### config.mk
export PLATFORM = sky130hd
export DESIGN_NAME = load_store_unit
export DESIGN_NICKNAME = d
export VERILOG_FILES = /design/src/rtl/load_store_unit.sv
export SDC_FILE = /design/constraint.sdc
export NUM_CORES = 1
export LEC_CHECK = 0
export CORE_ASPECT_RATIO = 0.7
export CORE_MARGIN = 2
export CORE_UTILIZATION = 48
export CTS_CLUSTER_SIZE = 16
export DETAILED_ROUTE_END_ITERATION = 16
export MAX_ROUTING_LAYER = met4
export PLACE_DENSITY = 0.88
export SKIP_CTS_REPAIR_TIMING = 1
export SLEW_MARGIN = 0
export SYNTH_ARGS = -nofsm -noshare
export SYNTH_HDL_FRONTEND = slang
export SYNTH_SLANG_ARGS = --single-unit
### constraint.sdc
create_clock -name clk -period 8.12 [get_ports clk]
set_input_delay 2.436 -clock clk [delete_from_list [all_inputs] [get_ports clk]]
set_output_delay 2.436 -clock clk [all_outputs]
set_load 0.05 [all_outputs]
### src/rtl/load_store_unit.sv
// ============================================================================
// Module   : load_store_unit
// Brief    : RV32I byte-addressed load/store front end for a word-addressed,
//            one-cycle-latency data memory; sub-word stores via read-modify-write.
// Revision : 1.0 - initial release
// ============================================================================
`timescale 1ns/1ps
`default_nettype none

module load_store_unit #(
    parameter int MEM_WORDS = 4096,
    parameter int AW        = 12
) (
    input  logic        clk,
    input  logic        rst,
    input  logic        req_valid,
    output logic        req_ready,
    input  logic        req_we,
    input  logic [2:0]  req_funct3,
    input  logic [31:0] req_addr,
    input  logic [31:0] req_wdata,
    output logic        resp_valid,
    input  logic        resp_ready,
    output logic [31:0] resp_data,
    output logic        resp_err,
    output logic        mem_write_en,
    output logic [31:0] mem_addr,
    output logic [31:0] mem_write_data,
    input  logic [31:0] mem_read_data
);

    localparam logic [2:0] c_F3_B  = 3'b000;
    localparam logic [2:0] c_F3_H  = 3'b001;
    localparam logic [2:0] c_F3_W  = 3'b010;
    localparam logic [2:0] c_F3_BU = 3'b100;
    localparam logic [2:0] c_F3_HU = 3'b101;

    typedef enum logic [2:0] {
        S_IDLE  = 3'd0,
        S_RD    = 3'd1,
        S_CAP   = 3'd2,
        S_MERGE = 3'd3,
        S_WR    = 3'd4,
        S_RESP  = 3'd5
    } state_t;

    state_t        r_state;
    state_t        w_state_next;

    logic          r_we;
    logic [2:0]    r_funct3;
    logic [1:0]    r_lane;
    logic [AW-1:0] r_widx;
    logic [31:0]   r_wdata;
    logic [31:0]   r_resp_data;
    logic          r_resp_err;

    logic          w_accept;
    logic          w_f3_legal;
    logic          w_misalign;
    logic          w_out_of_range;
    logic          w_err;
    logic [7:0]    w_byte;
    logic [15:0]   w_half;
    logic [31:0]   w_load_data;
    logic [31:0]   w_merged;

    assign w_accept = req_valid && req_ready;

    assign w_f3_legal = req_we
        ? (req_funct3 == c_F3_B || req_funct3 == c_F3_H || req_funct3 == c_F3_W)
        : (req_funct3 == c_F3_B || req_funct3 == c_F3_H || req_funct3 == c_F3_W ||
           req_funct3 == c_F3_BU || req_funct3 == c_F3_HU);

    // funct3[1:0] encodes access size for every legal code (00 B, 01 H, 10 W)
    assign w_misalign = ((req_funct3[1:0] == 2'b01) && req_addr[0]) ||
                        ((req_funct3[1:0] == 2'b10) && (req_addr[1:0] != 2'b00));
    assign w_out_of_range = |req_addr[31:AW+2];
    assign w_err = !w_f3_legal || w_misalign || w_out_of_range;

    assign w_byte = mem_read_data[{r_lane, 3'b000} +: 8];
    assign w_half = r_lane[1] ? mem_read_data[31:16] : mem_read_data[15:0];

    always_comb begin
        w_load_data = mem_read_data;
        case (r_funct3)
            c_F3_B:  w_load_data = {{24{w_byte[7]}}, w_byte};
            c_F3_BU: w_load_data = {24'd0, w_byte};
            c_F3_H:  w_load_data = {{16{w_half[15]}}, w_half};
            c_F3_HU: w_load_data = {16'd0, w_half};
            default: w_load_data = mem_read_data;
        endcase
    end

    always_comb begin
        w_merged = mem_read_data;
        if (r_funct3[1:0] == 2'b00) begin
            w_merged[{r_lane, 3'b000} +: 8] = r_wdata[7:0];
        end else begin
            w_merged[{r_lane[1], 4'b0000} +: 16] = r_wdata[15:0];
        end
    end

    always_ff @(posedge clk) begin
        if (rst) begin
            r_state <= S_IDLE;
        end else begin
            r_state <= w_state_next;
        end
    end

    always_comb begin
        w_state_next = r_state;
        case (r_state)
            S_IDLE: begin
                if (w_accept) begin
                    if (w_err)
                        w_state_next = S_RESP;
                    else if (req_we && (req_funct3 == c_F3_W))
                        w_state_next = S_WR;
                    else
                        w_state_next = S_RD;
                end
            end
            S_RD:    w_state_next = r_we ? S_MERGE : S_CAP;
            S_CAP:   w_state_next = S_RESP;
            S_MERGE: w_state_next = S_RESP;
            S_WR:    w_state_next = S_RESP;
            S_RESP:  w_state_next = resp_ready ? S_IDLE : S_RESP;
            default: w_state_next = S_IDLE;
        endcase
    end

    always_ff @(posedge clk) begin
        if (rst) begin
            r_we        <= 1'b0;
            r_funct3    <= 3'd0;
            r_lane      <= 2'd0;
            r_widx      <= '0;
            r_wdata     <= 32'd0;
            r_resp_data <= 32'd0;
            r_resp_err  <= 1'b0;
        end else begin
            if (w_accept) begin
                r_we        <= req_we;
                r_funct3    <= req_funct3;
                r_lane      <= req_addr[1:0];
                r_widx      <= req_addr[AW+1:2];
                r_wdata     <= req_wdata;
                r_resp_data <= 32'd0;
                r_resp_err  <= w_err;
            end
            if (r_state == S_CAP) begin
                r_resp_data <= w_load_data;
            end
        end
    end

    // Write is gated by rst so a reset landing in MERGE/WR never corrupts memory
    assign mem_write_en   = !rst && ((r_state == S_MERGE) || (r_state == S_WR));
    assign mem_write_data = (r_state == S_MERGE) ? w_merged :
                            (r_state == S_WR)    ? r_wdata  : 32'd0;
    assign mem_addr       = (r_state == S_IDLE) ? 32'd0 : {{(32-AW){1'b0}}, r_widx};

    assign req_ready  = !rst && (r_state == S_IDLE);
    assign resp_valid = (r_state == S_RESP);
    assign resp_data  = r_resp_data;
    assign resp_err   = r_resp_err;

endmodule

`default_nettype wire

run_1/pdn.png
Scale bar: 50 um. Pins as bars on the die edge. Tap cells in gray.
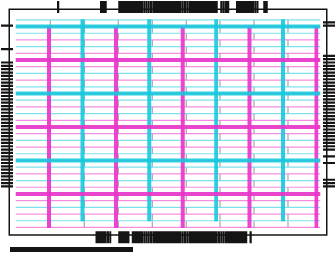
Key: cyan = VDD; magenta = VSS
9 straps on met4. The core has 31 rows. 204 signal pins sit on the boundary.

run_1/cell_classes.png
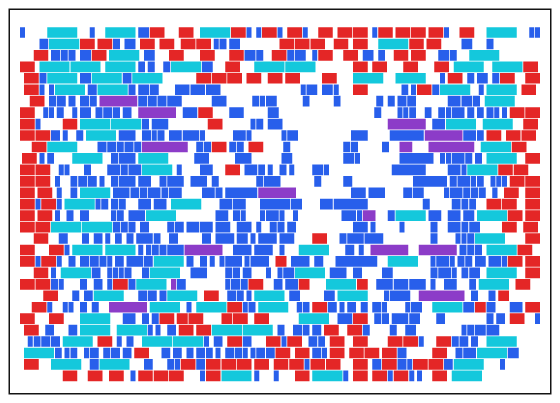
Key: blue = all other logic [cells 510]; red = other buffers and delay cells [cells 190]; cyan = flops [cells 86]; purple = clock drivers and dummy loads [cells 15]

run_1/clock_map.png
Scale bar: 50 um.
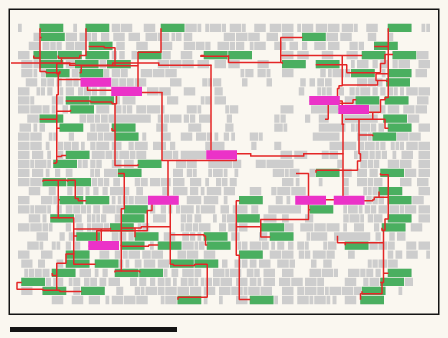
Key: red = clock wires [length 1170 um]; magenta = cells driving clock nets [count 9]; green = flip-flops [count 86]
There are 10 routed clock nets. Position of the flops: widely spread.

## run 1: power groups by stage
stage / combinational, W / clock [W] / sequential [W]
6_report: 0.000871 / 0.000481 / 0.000595
5_1_grt: 0.000931 / 0.000501 / 0.000602
4_1_cts: 0.000863 / 0.000480 / 0.000590
3_5_place_dp: 0.000860 / 0 / 0.000599
3_3_place_gp: 0.000851 / 0 / 0.000591
2_1_floorplan: 0.000590 / 0 / 0.000604
## run 1: path summary, 6_finish.rpt
check | end | depth (start not counted) | from
worst min register to register | resp_data[13] | 2 | resp_data[13]
worst min-delay path | resp_data[13] | 2 | resp_data[13]
worst max register to register | resp_data[15] | 4 | r_funct3[1]
worst max-delay path | mem_write_data[26] | 5 | mem_read_data[26]
## run 1: per-layer routing
layer	track usage [%]	up-vias
met4	9.71	0
li1	-	2589
met1	46.6	2593
met5	-	-
met3	5.36	42
met2	47.2	325
## run 1: flip-flops by register name (all words and copies together) (netlist names)
register   count
r_funct3       3
r_lane         2
r_state        3
r_wdata       32
r_we           1
r_widx        12
resp_data     32
resp_err       1
## run 1: worst min-delay path, delay by kind of cell (launching register included)
kind            cells  cell delay [ns]
simple gates        1             0.05
compound gates      1             0.05
flops               1             0.31
## run 1: cell type report
| class | count | area, sq um |
|---|---|---|
| Sequential cell | 86 | 1720 |
| Fill cell | 814 | 3160 |
| Tap cell | 132 | 165 |
| Inverter | 10 | 37.5 |
| Clock buffer | 10 | 229 |
| Timing Repair Buffer | 190 | 1880 |
| Clock inverter | 5 | 108 |
| Multi-Input combinational cell | 500 | 3130 |
## run 1: through the flow
step / area (sq um) / cells
5_1_grt: 7280 / 933
4_1_cts: 7280 / 933
3_3_place_gp: 6940 / 918
3_5_place_dp: 6940 / 918
2_1_floorplan: 5270 / 665
6_report: 7280 / 933
==> run summary, run 1 <==
flow finished, numbers: Clk Latency, worst-skew pair 0.35 ns, number of iterations in the first detailed-routing pass 6, Top logic family AND-OR/OR-AND gates, crit path DAT 4.52 ns, Top area cell types dfxtp_1 33%, o21ai_1 7.4%, nand2_1 6.6%, Detailed Place HPWL 14000 um, vias per cell 5.95, top cells by count 92 x nand2_1, 86 x dfxtp_1, 77 x o21ai_1, CP max stage delay 0.83 ns, Global Route Usage Sum 32.6%, Fin Hold WS 0.452 ns, Leak Pwr 2.59 nW, largest net degree at the start of global routing 103, via count 5549, Crit Path Max Fanout 5, Inserted Diodes 0, cell type with the largest total area dfxtp_1, top routing layer in use met4, Dominant Register Cell dfxtp_1, post-route ant nets 0, wl on met1 8520 um, Post-synth EDFFs 0, Fmax 144 MHz, sw frac 43.0%, Pint 0.00111 W, Adder Share, Synth 1.20%, Critical-path top delay cell clkdlybuf4s50_1, Logic pwr share 44.8%, number of antenna violations at the first check in global routing 0, and-or/or-and share of the synthesized area 27.5%, Unique cell types 60, post-synthesis cell area 5190 sq um, XOR-XNOR Cells, Area Fraction 0%, DRC viols 0, vias in the first global route 5145, # setup viols final 0, fin crit period 6.96 ns, IO buf count 183, clock-pin transition on the worst setup and hold timing paths 0.07 ns, met2 routed WL 8200 um, Gate Count Post-Synth 646, Worst Skew 0.00672 ns, clock power share 24.7%, most instantiated library cell after synthesis nand2_1, reg-to-reg slack, setup 5.61 ns, CTS tree yes, status complete, no violations, Critical path buffers and inverters 2, critical path's top delay family buffers and inverters, MUX share of area 7.03%, CTS Sinks 86, Setup TNS 0 ns, fp util 49.8%, sw power 0.000836 W, share of cells above drive strength 1 7.99%, most frequent cell on the critical path clkdlybuf4s50_1, HP Class reg2reg, first-pass GRT wire length 28700 um, Total Power 0.00195 W, VDD IR max 0.136 mV, yosys simple share 23.1%, total gr overflow 0, die area 11700 sq um, Hold Fails Final Rpt 0, FFs w/ async S/R, synth 0%, drt total wl 18900 um, NumNets Final 906, metal3 WL 1710 um, clock root buffer master clkbuf_16, Final WS setup 1.16 ns, I/O pin total 204, Util after Layout 69.7%, Ys Warns 0, # rows 31, Avg Cell Area, Syn 8.04 sq um, number of OpenROAD warnings 32, CTS buffer count 9, slew of the pin with the lowest slew margin 0.960 ns, H-tree Lvls 3, GPL Wtd Cong 0.941, Final Max Tran Viols 0, DIE WIDTH 128 um, dominant logic cell type in the layout clkdlybuf4s50_1, area grow syn2layout 40.1%, Yosys chip area 5190 sq um, Synth Seq Share 33.1%, Startpoint Class input port, Setup WS pre-CTS 1.22 ns, Core ar. 10400 sq um, clk buf depth 2, share of the synthesized area in the top cell type 33.1%, register bit total from synthesis 86, relative slew slack 36.0%, Tcrit/Tclk final 85.7%, maxcap violations 0, 1st-iter DRT viols 575, WL per Instance 20.3 um, CP cell instances clkdlybuf4s50_1, mux2_2, o21ai_0, o21ai_1, clkdlybuf4s50_1, RSZ-0062 raised after global routing no, yosys stat cell total 646, CP required 5.68 ns, most frequent cells in the layout 183 x clkdlybuf4s50_1, 92 x nand2_1, 86 x dfxtp_1, 77 x o21ai_1, 50 x nand2b_1, crit path kind in2out, sequential fraction of design power 30.5%, Power Density 267 nW/um^2, Critical Path End Type output pin, die height 91.0 um
## Run 2: what changed since run 1
- RECOVER_POWER: not set -> 100
run_2/clock_map.png
Scale bar: 50 um.
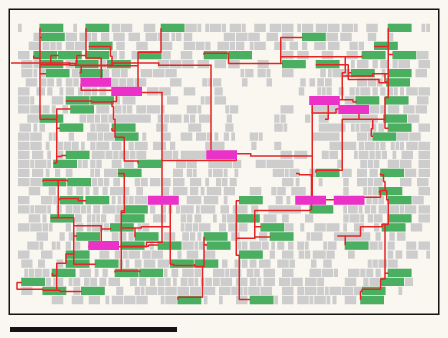
Key: red = clock wires [length 1150 um]; green = flip-flops [count 86]; magenta = cells driving clock nets [count 9]
Position of the flops: widely spread.

==> run 2 against run 1 <==
Net effect:
- the run now ends with max-capacitance violations, max-slew violations left
- flip-flop count unchanged
- clock power hardly changed
- hold slack better by 0.0048 ns
- register-to-register slack got worse by 2.0 ns
- routed wire length shrank 0.12%
- die area did not move
- utilization down 0.26 points
- highest routed layer unchanged
- cell count unchanged
- first-iteration DRC count grew 3.7%
- largest cell class unchanged
==> run summary, run 2 <==
flow finished, numbers: status finished, violations left (was complete, no violations), failing checks max-capacitance violations, max-slew violations, Tcrit/Tclk final 88.8% (was 85.7%), post-placement cell area 6940 sq um (unchanged), Cell Count, Final, Fillers Out 933 (unchanged), Final Max Tran Viols 103 (was 0), yosys simple share 23.1% (unchanged), cell type with the largest total area dfxtp_1 (unchanged), crit path kind in2out (unchanged), H-tree Lvls 3 (unchanged), Avg Cell Area, Syn 8.04 sq um (unchanged), Clk Latency, worst-skew pair 0.34 ns (was 0.35 ns), dominant logic cell type in the layout clkdlybuf4s50_1 (unchanged), fp util 49.8% (unchanged), total gr overflow 0 (unchanged), Final WS setup 0.909 ns (was 1.16 ns), R2R depth 5 (was 4), hold path depth 2 (unchanged), Global Route Usage Sum 32.6% (unchanged), share of the synthesized area in the top cell type 33.1% (unchanged), HP Class reg2reg (unchanged), CTS buffer count 9 (unchanged), Power Density 264 nW/um^2 (was 267 nW/um^2), fin crit period 7.21 ns (was 6.96 ns), die area 11700 sq um (unchanged), DRC viols 0 (unchanged), largest net degree at the start of global routing 103 (unchanged), share of cells above drive strength 1 7.24% (was 7.99%), Top area cell types dfxtp_1 33%, o21ai_1 7.4%, nand2_1 6.6% (unchanged), post-synthesis cell area 5190 sq um (unchanged), # setup viols final 0 (unchanged), maxcap violations 2 (was 0), Leak Pwr 2.83 nW (was 2.59 nW), vias in the first global route 5145 (unchanged), number of OpenROAD warnings 32 (unchanged), Setup TNS 0 ns (unchanged), NumNets Final 906 (unchanged), Fmax 139 MHz (was 144 MHz), # rows 31 (unchanged), register bit total from synthesis 86 (unchanged), number of antenna violations at the first check in global routing 0 (unchanged), yosys stat cell total 646 (unchanged), FFs w/ async S/R, synth 0% (unchanged), Worst Skew 0.00672 ns (about the same), Ys Warns 0 (unchanged), via count 5582 (was 5549), XOR-XNOR Cells, Area Fraction 0% (unchanged), Gate Count Post-Synth 646 (unchanged), Yosys chip area 5190 sq um (unchanged), Design Area, Final 7250 sq um (was 7280 sq um), CP required 5.68 ns (about the same), number of iterations in the first detailed-routing pass 7 (was 6), Reg-to-Reg End resp_err (was resp_data[15]), I/O pin total 204 (unchanged), fill count 825 (was 814), post-route ant nets 0 (unchanged), DIE WIDTH 128 um (unchanged), Core ar. 10400 sq um (unchanged), die height 91.0 um (unchanged), area grow syn2layout 39.6% (was 40.1%), relative slew slack -136% (was 36.0%), top cells by count 92 x nand2_1, 86 x dfxtp_1, 77 x o21ai_1 (unchanged), drt total wl 18900 um (about the same), Detailed Place HPWL 14000 um (unchanged), RSZ-0062 raised after global routing no (unchanged), Crit Path Max Fanout 20 (was 5), WL per Instance 20.2 um (was 20.3 um), MUX share of area 7.03% (unchanged)
[run 2: cell counts after synthesis]
Identical to the previous run, type by type.
[run 2: critical path: stages]
cell	delay, ns
dlygate4sd3_1	0.63
clkbuf_1	0.71
nor2_1	0.18
dlygate4sd3_1	0.82
[run 2: how the worst max path moves through the flow]
| stage | cells past startpoint | from | slack [ns] | end |
|---|---|---|---|---|
| after global routing | 4 | rst | 0.81 | mem_write_en |
| after CTS | 5 | mem_read_data[26] | 1.19 | mem_write_data[26] |
| after detailed placement | 5 | mem_read_data[26] | 1.22 | mem_write_data[26] |
| after global placement | 5 | mem_read_data[26] | 1.21 | mem_write_data[26] |
| final | 4 | rst | 0.91 | mem_write_en |
| after floorplan | 2 | rst | 1.61 | req_ready |
[run 2: metrics by stage]
step | hold WS [ns] | util [%] | power [W]
floorplan | 0.438 | - | 0.00119
global placement | 0.436 | 66.5 | 0.00144
detailed placement | 0.447 | 66.5 | 0.00146
CTS | 0.455 | 69.7 | 0.00193
global route | 0.482 | 69.5 | 0.00200
finish | 0.457 | 69.5 | 0.00192
[run 2: per-layer routing]
layer	part of all wire [%]	vias up	global-route usage, %
met5	0	-	-
li1	-	2592	-
met4	2.3	0	9.71
met1	45	2642	46.6
met2	44	310	47.2
met3	8.6	38	5.36
[run 2: cell type report]
class	instances	area [sq um]	share of cell area, %
clock buffer	10	229	3.16
clock inverter	5	108	1.48
sequential	86	1720	23.7
tap	132	165	2.28
inverter	10	37.5	0.518
multi-input combinational	500	3110	42.9
timing repair buffer	190	1880	25.9
[run 2: where the power goes]
group          switching (W)  leakage (nW)  total [W]  internal (W)
combinational       0.000552          1.97   0.000844      0.000292
sequential         0.0000939         0.701   0.000593      0.000499
clock               0.000178         0.163   0.000479      0.000301
## Run 3: what changed since run 2
- CORE_UTILIZATION: 48 -> 35
- PLACE_DENSITY: 0.88 -> 0.68
run_3/pdn.png
Scale bar: 50 um. Pins as bars on the die edge. Tap cells in gray.
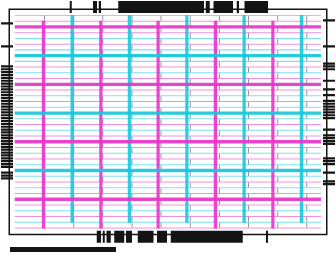
Key: magenta = VSS; cyan = VDD
7 straps on met5. The core has 37 rows. 204 signal pins sit on the boundary. 38 met1 rails follow the rows. 10 straps on met4.

==> run 3 against run 2 <==
Net effect:
- the flow still finishes with violations (max-capacitance violations, max-slew violations)
- combinational power fell by 1%
- hold slack worse by 0.0020 ns
- utilization fell by 20 points
- die area increased by 36%
- sequential power decreased by 0.8%
==> run summary, run 3 <==
flow finished, numbers: Top area cell types dfxtp_1 33%, o21ai_1 7.4%, nand2_1 6.6% (unchanged), Post-synth EDFFs 0 (unchanged), most frequent cells in the layout 102 x clkdlybuf4s50_1, 92 x nand2_1, 88 x o21ai_0, 86 x dfxtp_1, 80 x dlygate4sd3_1 (was 103 x clkdlybuf4s50_1, 92 x nand2_1, 88 x o21ai_0, 86 x dfxtp_1, 80 x dlygate4sd3_1), most instantiated library cell after synthesis nand2_1 (unchanged), cell type with the largest total area dfxtp_1 (unchanged), Reg-to-Reg End resp_err (unchanged), clock-pin transition on the worst setup and hold timing paths 0.06 ns (was 0.07 ns), Yosys chip area 5190 sq um (unchanged), Global Route met3 Usage 6.22% (was 5.36%), area grow syn2layout 40.1% (was 39.6%), vias in the first global route 4975 (was 5145), share of the synthesized area in the top cell type 33.1% (unchanged), # rows 37 (was 31), largest net degree at the start of global routing 103 (unchanged), grt peak-use layer met1 (was met2), I/O pin total 204 (unchanged), die area 15800 sq um (was 11700 sq um), Cell Count, Final, Fillers Out 994 (was 933), failing checks max-capacitance violations, max-slew violations (unchanged), Setup TNS 0 ns (unchanged), reg-to-reg slack, setup 4.20 ns (was 3.61 ns), Core ar. 14600 sq um (was 10400 sq um), Detailed Place HPWL 13400 um (was 14000 um), DIE WIDTH 150 um (was 128 um), CTS buffer count 9 (unchanged), hold path depth 2 (unchanged), CP cell instances clkdlybuf4s50_1, mux2_2, o21ai_0, o21ai_1, dlygate4sd3_1 (was dlygate4sd3_1, clkbuf_1, nor2_1, dlygate4sd3_1), Crit Path Max Fanout 5 (was 20), RSZ-0062 raised after global routing no (unchanged), Critical path buffers and inverters 2 (was 3), CP required 5.68 ns (about the same), fin crit period 7.01 ns (was 7.21 ns), VDD IR max 0.133 mV (was 0.136 mV), dpl cells 979 (was 918), Setup WS pre-CTS 1.21 ns (was 1.22 ns), yosys stat cell total 646 (unchanged), Global Route Usage Sum 23.7% (was 32.6%), Synth Seq Share 33.1% (unchanged), Worst Skew 0.00564 ns (was 0.00672 ns), R2R depth 4 (was 5), Leak Pwr 2.80 nW (was 2.83 nW), post-route ant nets 0 (unchanged), Power Density 253 nW/um^2 (was 264 nW/um^2), NumNets Final 904 (was 906), crit path kind in2out (unchanged), top routing layer in use met4 (unchanged), maxcap violations 2 (unchanged), Gate Count Post-Synth 646 (unchanged), Final Max Tran Viols 118 (was 103), CTS Sinks 86 (unchanged), reg2reg start r_state[2] (unchanged), Inserted Diodes 0 (unchanged), crit path DAT 4.58 ns (was 4.77 ns), number of antenna violations at the first check in global routing 0 (unchanged), critical path's top delay family buffers and inverters (unchanged), number of OpenROAD warnings 32 (unchanged), Final WS setup 1.11 ns (was 0.909 ns), status finished, violations left (unchanged), Dominant Register Cell dfxtp_1 (unchanged), hold path start resp_data[1] (was resp_data[13])
run 3: netlist changes by cell type in the layout (fill, tap and decap cells not counted):
cell,change
and2_1,+1
clkinvlp_4,+2
clkbuf_1,-2
clkinv_4,-1
and2_2,-1
clkbuf_8,+1
clkdlybuf4s50_1,-1
bufinv_16,-2
clkinv_2,+1
run 3: how the worst max path moves through the flow:
stage                                    end  slack, ns  cells after the start
after floorplan                    req_ready       1.61                      2
after global placement    mem_write_data[26]       1.18                      5
after detailed placement  mem_write_data[25]       1.21                      5
after CTS                 mem_write_data[25]       1.18                      5
after global routing      mem_write_data[26]       1.05                      5
final                     mem_write_data[26]       1.11                      5
run 3: power by group:
part	total [W]	switching, W	internal [W]
Sequential	0.000588	0.0000895	0.000499
Combinational	0.000833	0.000545	0.000288
Clock	0.000422	0.000177	0.000246
run 3: kinds of logic (layout without fill, tap and decap cells):
logic type / count (synthesis) / in the layout / synth area share [%]
compound gates: 222 / 222 / 27.5
fa+ha+maj: 5 / 5 / 1.20
buf+inv: 79 / 213 / 8.02
flops: 86 / 86 / 33.1
mux: 28 / 28 / 7.03
other cells: 1 / 20 / 0.0722
simple gates: 225 / 225 / 23.1
run 3: layout make-up:
cell class / instances / area (sq um)
clock buffer: 10 / 239
clock inverter: 5 / 58.8
fill: 1458 / 7310
inverter: 10 / 37.5
multi-input combinational: 500 / 3110
sequential: 86 / 1720
tap: 195 / 244
timing repair buffer: 188 / 1860
run 3: through the flow:
stage,power (W),hold slack (ns)
floorplan,0.00119,0.438
finish,0.00184,0.455
global placement,0.00145,0.439
global route,0.00195,0.485
CTS,0.00188,0.453
detailed placement,0.00145,0.443
run 3: worst register-to-register path, stage by stage (launching register included):
cell,delay [ns]
dfxtp_1,0.46
nor4_1,0.41
and2_1,2.27
o21ai_0,0.47
o21ai_1,0.21
Power figures rest on the tool's default switching activity, not on a simulated workload.
